===== src/rtl/ws2811_frame_sequencer.sv =====
// Frame engine for WS2811 strings: streams brightness-scaled pattern words to the
// transmitter once per update tick, scrolling the pattern window every frame.
module ws2811_frame_sequencer #(
  parameter int UNITS_NUMBER          = 100,
  parameter int PATTERN_PIXELS_NUMBER = 128,
  parameter int CLOCK_SPEED           = 50_000_000,
  parameter int UPDATES_PER_SECOND    = 20,
  parameter int LATCH_CYCLES          = 3000,
  parameter int STEP_WIDTH            = 4
) (
  input  logic                                     clkIN,
  input  logic                                     resetIN,
  input  logic                                     enableIN,
  input  logic                                     directionIN,
  input  logic [STEP_WIDTH-1:0]                    stepIN,
  input  logic [7:0]                               brightnessIN,
  output logic [$clog2(PATTERN_PIXELS_NUMBER)-1:0] romAddressOUT,
  input  logic [23:0]                              romDataIN,
  output logic                                     txStartOUT,
  output logic [23:0]                              txDataOUT,
  input  logic                                     txBusyIN,
  output logic                                     frameBusyOUT,
  output logic                                     frameDoneOUT,
  output logic                                     overrunOUT
);

  localparam int AW          = $clog2(PATTERN_PIXELS_NUMBER);
  localparam int TICK_PERIOD = CLOCK_SPEED / UPDATES_PER_SECOND;
  localparam int TW          = (TICK_PERIOD > 1) ? $clog2(TICK_PERIOD) : 1;
  localparam int UW          = $clog2(UNITS_NUMBER + 1);
  localparam int LW          = $clog2(LATCH_CYCLES);
  localparam logic [31:0] DEPTH32    = 32'(PATTERN_PIXELS_NUMBER);
  localparam logic [AW:0] DEPTH_W    = (AW+1)'(PATTERN_PIXELS_NUMBER);
  localparam logic [TW-1:0] TICK_LAST = TW'(TICK_PERIOD - 1);
  // The busy-low cycle is the first gap clock, so LATCH itself lasts one clock less.
  localparam logic [LW-1:0] LATCH_LAST = LW'(LATCH_CYCLES - 2);

  typedef enum logic [2:0] {
    S_IDLE, S_FETCH, S_WAIT_DATA, S_SEND, S_WAIT_BUSY, S_LATCH
  } state_t;

  state_t          state_q, state_d;
  logic [TW-1:0]   tick_cnt_q, tick_cnt_d;
  logic [AW-1:0]   offset_q, offset_d;
  logic [AW-1:0]   ptr_q, ptr_d;
  logic [UW-1:0]   unit_q, unit_d;
  logic [7:0]      bright_q, bright_d;
  logic [LW-1:0]   latch_cnt_q, latch_cnt_d;
  logic            first_q, first_d;
  logic [AW-1:0]   addr_q, addr_d;
  logic            tx_start_q, tx_start_d;
  logic [23:0]     tx_data_q, tx_data_d;
  logic            busy_q, busy_d;
  logic            done_q, done_d;
  logic            overrun_q, overrun_d;

  logic            tick;
  logic [AW:0]     step_mod, off_ext, sum_up, off_up, off_dn;
  logic [AW-1:0]   next_offset, ptr_inc;
  logic [UW-1:0]   unit_inc;
  logic [23:0]     scaled;
  logic [8:0]      bright_plus;

  assign tick = (tick_cnt_q == TICK_LAST);

  // Offsets stay in [0, depth): a single conditional subtract/add is enough once
  // the step itself is reduced below the depth.
  assign step_mod    = (AW+1)'(32'(stepIN) % DEPTH32);
  assign off_ext     = {1'b0, offset_q};
  assign sum_up      = off_ext + step_mod;
  assign off_up      = (sum_up >= DEPTH_W) ? sum_up - DEPTH_W : sum_up;
  assign off_dn      = (off_ext >= step_mod) ? off_ext - step_mod : off_ext + DEPTH_W - step_mod;
  assign next_offset = AW'(directionIN ? off_dn : off_up);
  assign ptr_inc     = (({1'b0, ptr_q} + 1'b1) == DEPTH_W) ? '0 : ptr_q + 1'b1;
  assign unit_inc    = unit_q + 1'b1;
  assign bright_plus = {1'b0, bright_q} + 9'd1;

  generate
    for (genvar gi = 0; gi < 3; gi++) begin : g_scale
      logic [16:0] prod;
      assign prod = {9'b0, romDataIN[8*gi +: 8]} * {8'b0, bright_plus};
      assign scaled[8*gi +: 8] = 8'(prod >> 8);
    end
  endgenerate

  always_comb begin
    state_d     = state_q;
    tick_cnt_d  = tick ? '0 : tick_cnt_q + 1'b1;
    offset_d    = offset_q;
    ptr_d       = ptr_q;
    unit_d      = unit_q;
    bright_d    = bright_q;
    latch_cnt_d = latch_cnt_q;
    first_d     = first_q;
    addr_d      = addr_q;
    tx_start_d  = 1'b0;
    tx_data_d   = tx_data_q;
    busy_d      = busy_q;
    done_d      = 1'b0;
    overrun_d   = overrun_q | (tick & (state_q != S_IDLE));
    case (state_q)
      S_IDLE: begin
        if (tick && enableIN) begin
          offset_d = next_offset;
          ptr_d    = next_offset;
          bright_d = brightnessIN;
          unit_d   = '0;
          busy_d   = 1'b1;
          state_d  = S_FETCH;
        end
      end
      S_FETCH: begin
        addr_d  = ptr_q;
        state_d = S_WAIT_DATA;
      end
      S_WAIT_DATA: state_d = S_SEND;
      S_SEND: begin
        tx_data_d  = scaled;
        tx_start_d = 1'b1;
        first_d    = 1'b1;
        state_d    = S_WAIT_BUSY;
      end
      S_WAIT_BUSY: begin
        if (first_q) begin
          first_d = 1'b0;
        end else if (!txBusyIN) begin
          unit_d = unit_inc;
          ptr_d  = ptr_inc;
          if (unit_inc == UW'(UNITS_NUMBER)) begin
            latch_cnt_d = '0;
            state_d     = S_LATCH;
          end else begin
            state_d = S_FETCH;
          end
        end
      end
      S_LATCH: begin
        if (latch_cnt_q == LATCH_LAST) begin
          done_d  = 1'b1;
          busy_d  = 1'b0;
          state_d = S_IDLE;
        end else begin
          latch_cnt_d = latch_cnt_q + 1'b1;
        end
      end
      default: state_d = S_IDLE;
    endcase
  end

  always_ff @(posedge clkIN) begin
    if (resetIN) begin
      state_q     <= S_IDLE;
      tick_cnt_q  <= '0;
      offset_q    <= '0;
      ptr_q       <= '0;
      unit_q      <= '0;
      bright_q    <= '0;
      latch_cnt_q <= '0;
      first_q     <= 1'b0;
      addr_q      <= '0;
      tx_start_q  <= 1'b0;
      tx_data_q   <= '0;
      busy_q      <= 1'b0;
      done_q      <= 1'b0;
      overrun_q   <= 1'b0;
    end else begin
      state_q     <= state_d;
      tick_cnt_q  <= tick_cnt_d;
      offset_q    <= offset_d;
      ptr_q       <= ptr_d;
      unit_q      <= unit_d;
      bright_q    <= bright_d;
      latch_cnt_q <= latch_cnt_d;
      first_q     <= first_d;
      addr_q      <= addr_d;
      tx_start_q  <= tx_start_d;
      tx_data_q   <= tx_data_d;
      busy_q      <= busy_d;
      done_q      <= done_d;
      overrun_q   <= overrun_d;
    end
  end

  assign romAddressOUT = addr_q;
  assign txStartOUT    = tx_start_q;
  assign txDataOUT     = tx_data_q;
  assign frameBusyOUT  = busy_q;
  assign frameDoneOUT  = done_q;
  assign overrunOUT    = overrun_q;

endmodule


===== config.mk =====
export PLATFORM = sky130hd
export DESIGN_NAME = ws2811_frame_sequencer
export DESIGN_NICKNAME = d
export VERILOG_FILES = /design/src/rtl/ws2811_frame_sequencer.sv
export SDC_FILE = /design/constraint.sdc
export NUM_CORES = 1
export LEC_CHECK = 0
export CORE_MARGIN = 2
export CORE_UTILIZATION = 55
export DETAILED_ROUTE_END_ITERATION = 8
export GPL_TIMING_DRIVEN = 0
export PLACE_DENSITY_LB_ADDON = 0.08
export SLEW_MARGIN = 20
export SYNTH_ARGS = -nofsm -noshare
export SYNTH_HDL_FRONTEND = slang
export SYNTH_SLANG_ARGS = --single-unit

===== constraint.sdc =====
create_clock -name clkIN -period 15.5 [get_ports clkIN]
set_clock_uncertainty 0.2 [all_clocks]
set_input_delay 3.875 -clock clkIN [delete_from_list [all_inputs] [get_ports clkIN]]
set_output_delay 3.875 -clock clkIN [all_outputs]
set_load 0.01 [all_outputs]

Congestion heat map:
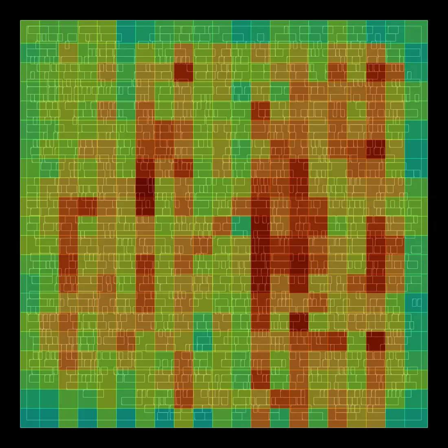
layer with the highest usage: met2
Layout Utilization: 62.5%

M4 wires:
(3 px per um) Supply wires on this layer in grey.
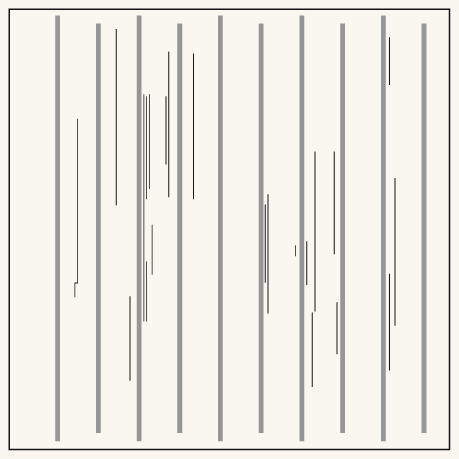
wire length on this layer: 750 um
share of all routed wire: 2.8%

Gate-type map:
(4 px per um)
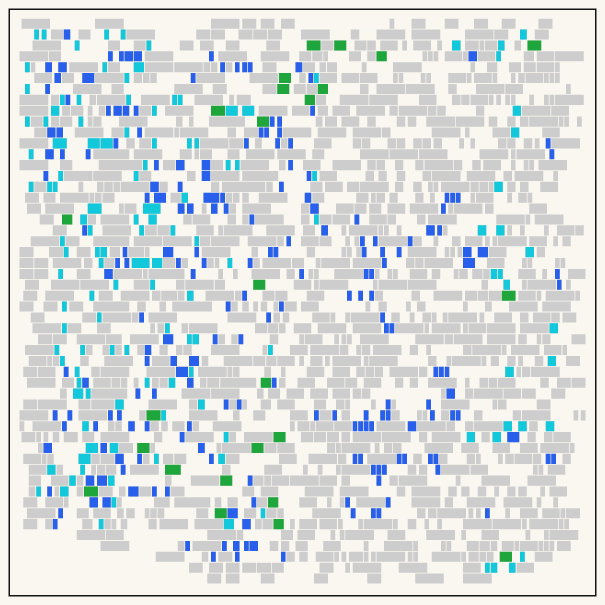
| colour | family | cells | most used |
|---|---|---|---|
| blue | nand cells | 205 | nand2_1 |
| green | non-inverting ao/oa cells | 25 | a22o_1 |
| cyan | nor cells | 129 | nor2_1 |
dominant logic cell type in the layout: inv_1
logic gate fraction of the total cell area: 65.7%
Final Non-Filler Cells: 1,667

Zoomed window:
Window x 58 to 88, y 29 to 59 um. Cells in grey, sequential cells in the stronger grey; small squares are vias.
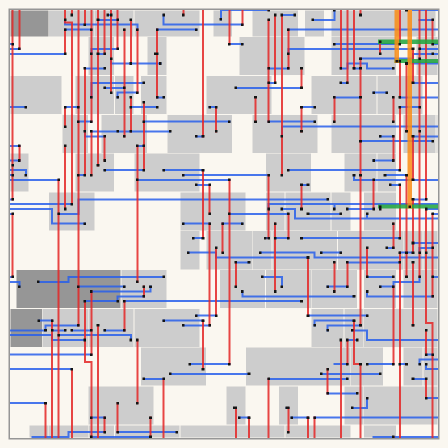
| colour | layer |
|---|---|
| green | M3 |
| blue | M1 |
| red | M2 |
| orange | M4 |
netlist names of flops here include: txDataOUT (1)
cells with their middle in the window: 65
most frequent: ha_1 (15), inv_1 (10), xnor2_1 (10)
sequential cells in the window: 1

Wire density map:
(2 px per um) 29 x 29 tiles, from white (low) to dark blue (high), scaled to the fullest tile. Values are wire area over tile area, all layers added.
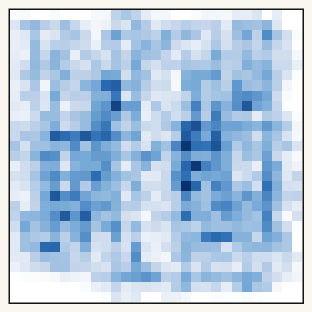
fullest tile: 0.62
mean over tiles: 0.20
nearly empty tiles: 5.8%
tiles over half the peak: 17%

==> impl_metrics.tcl <==
# flow metrics
set metrics [dict create \
    status "completed" \
    firstDrtPassIters 5 \
    yosys.stat.seqShare_pct 18.4 \
    ys_top_logic_family "adder cells" \
    dpl.hpwl_um 21500 \
    crit_family "adder cells" \
    final-nonclk-buf-share_pct 7.35 \
    portBuffers 72 \
    drc 0 \
    timing.setup.tns_ns 0 \
    wl_met3_um 1290 \
    grt_setup_unrepaired "false" \
    clock.latency.late_pin_ns 0.35 \
    top_cell "inv_1" \
    wl_per_cell_um 16.2 \
    synth_cell_types 66 \
    grt_util_met3_pct 3.22 \
    dpl_cell_area_sq_um 12200 \
    netlist_top_cells_count "inv_1 (175), nand2_1 (149), and2_1 (135), fa_1 (122), ha_1 (110)" \
    cp_data_arrival_time_ns 8.83 \
    edf_count 0 \
    p_leak_nw 5.73 \
    drt_iter0_markers 513 \
    numCtsBuffers 9 \
    antenna_found_initial 2 \
    clock_area_share_pct 2.71 \
    die_height_um 146 \
    routed_wl_um 27100 \
    core_util_floorplan_pct 55.5 \
    clockBufferDepth 2 \
    design.seq.count 102 \
    synth-xor-area-share_pct 5.20 \
    lay_top_cells "inv_1 (175), nand2_1 (149), and2_1 (135), fa_1 (122), ha_1 (110)" \
    inv_count 175 \
    hold_viol 0 \
    critPathLaunchType "input port" \
    cellPowerDensity_nw_per_um2 44.9 \
    critPathRequiredTime_ns 15.55 \
    fp-row-count 52 \
    ys_cells 1307 \
    grt_use_met1_pct 34.1 \
]
## report_power, final
group,switching [mW],internal [mW]
combinational,0.0273,0.0183
clock,0.109,0.146
sequential,0.000637,0.262
## tightest hold or removal path: stages (launching register included)
cell and delay [ns]:
dfxtp_1 0.31, nand2_1 0.05, a21oi_1 0.05
## flip-flops by register name (all words and copies together) (netlist names), 3 cells and up
signal and count:
tick_cnt_q 22, unit_q 7, romAddressOUT 7, ptr_q 7, txDataOUT 24, state_q 3, offset_q 7, bright_q 8
latch_cnt_q 12
## final timing paths
check,start,cells past startpoint,endpoint
worst max-delay path,romDataIN[15],15,txDataOUT[13]
worst min-delay path,txDataOUT[2],2,txDataOUT[2]
worst max register to register,bright_q[0],19,txDataOUT[13]
worst min register to register,txDataOUT[2],2,txDataOUT[2]
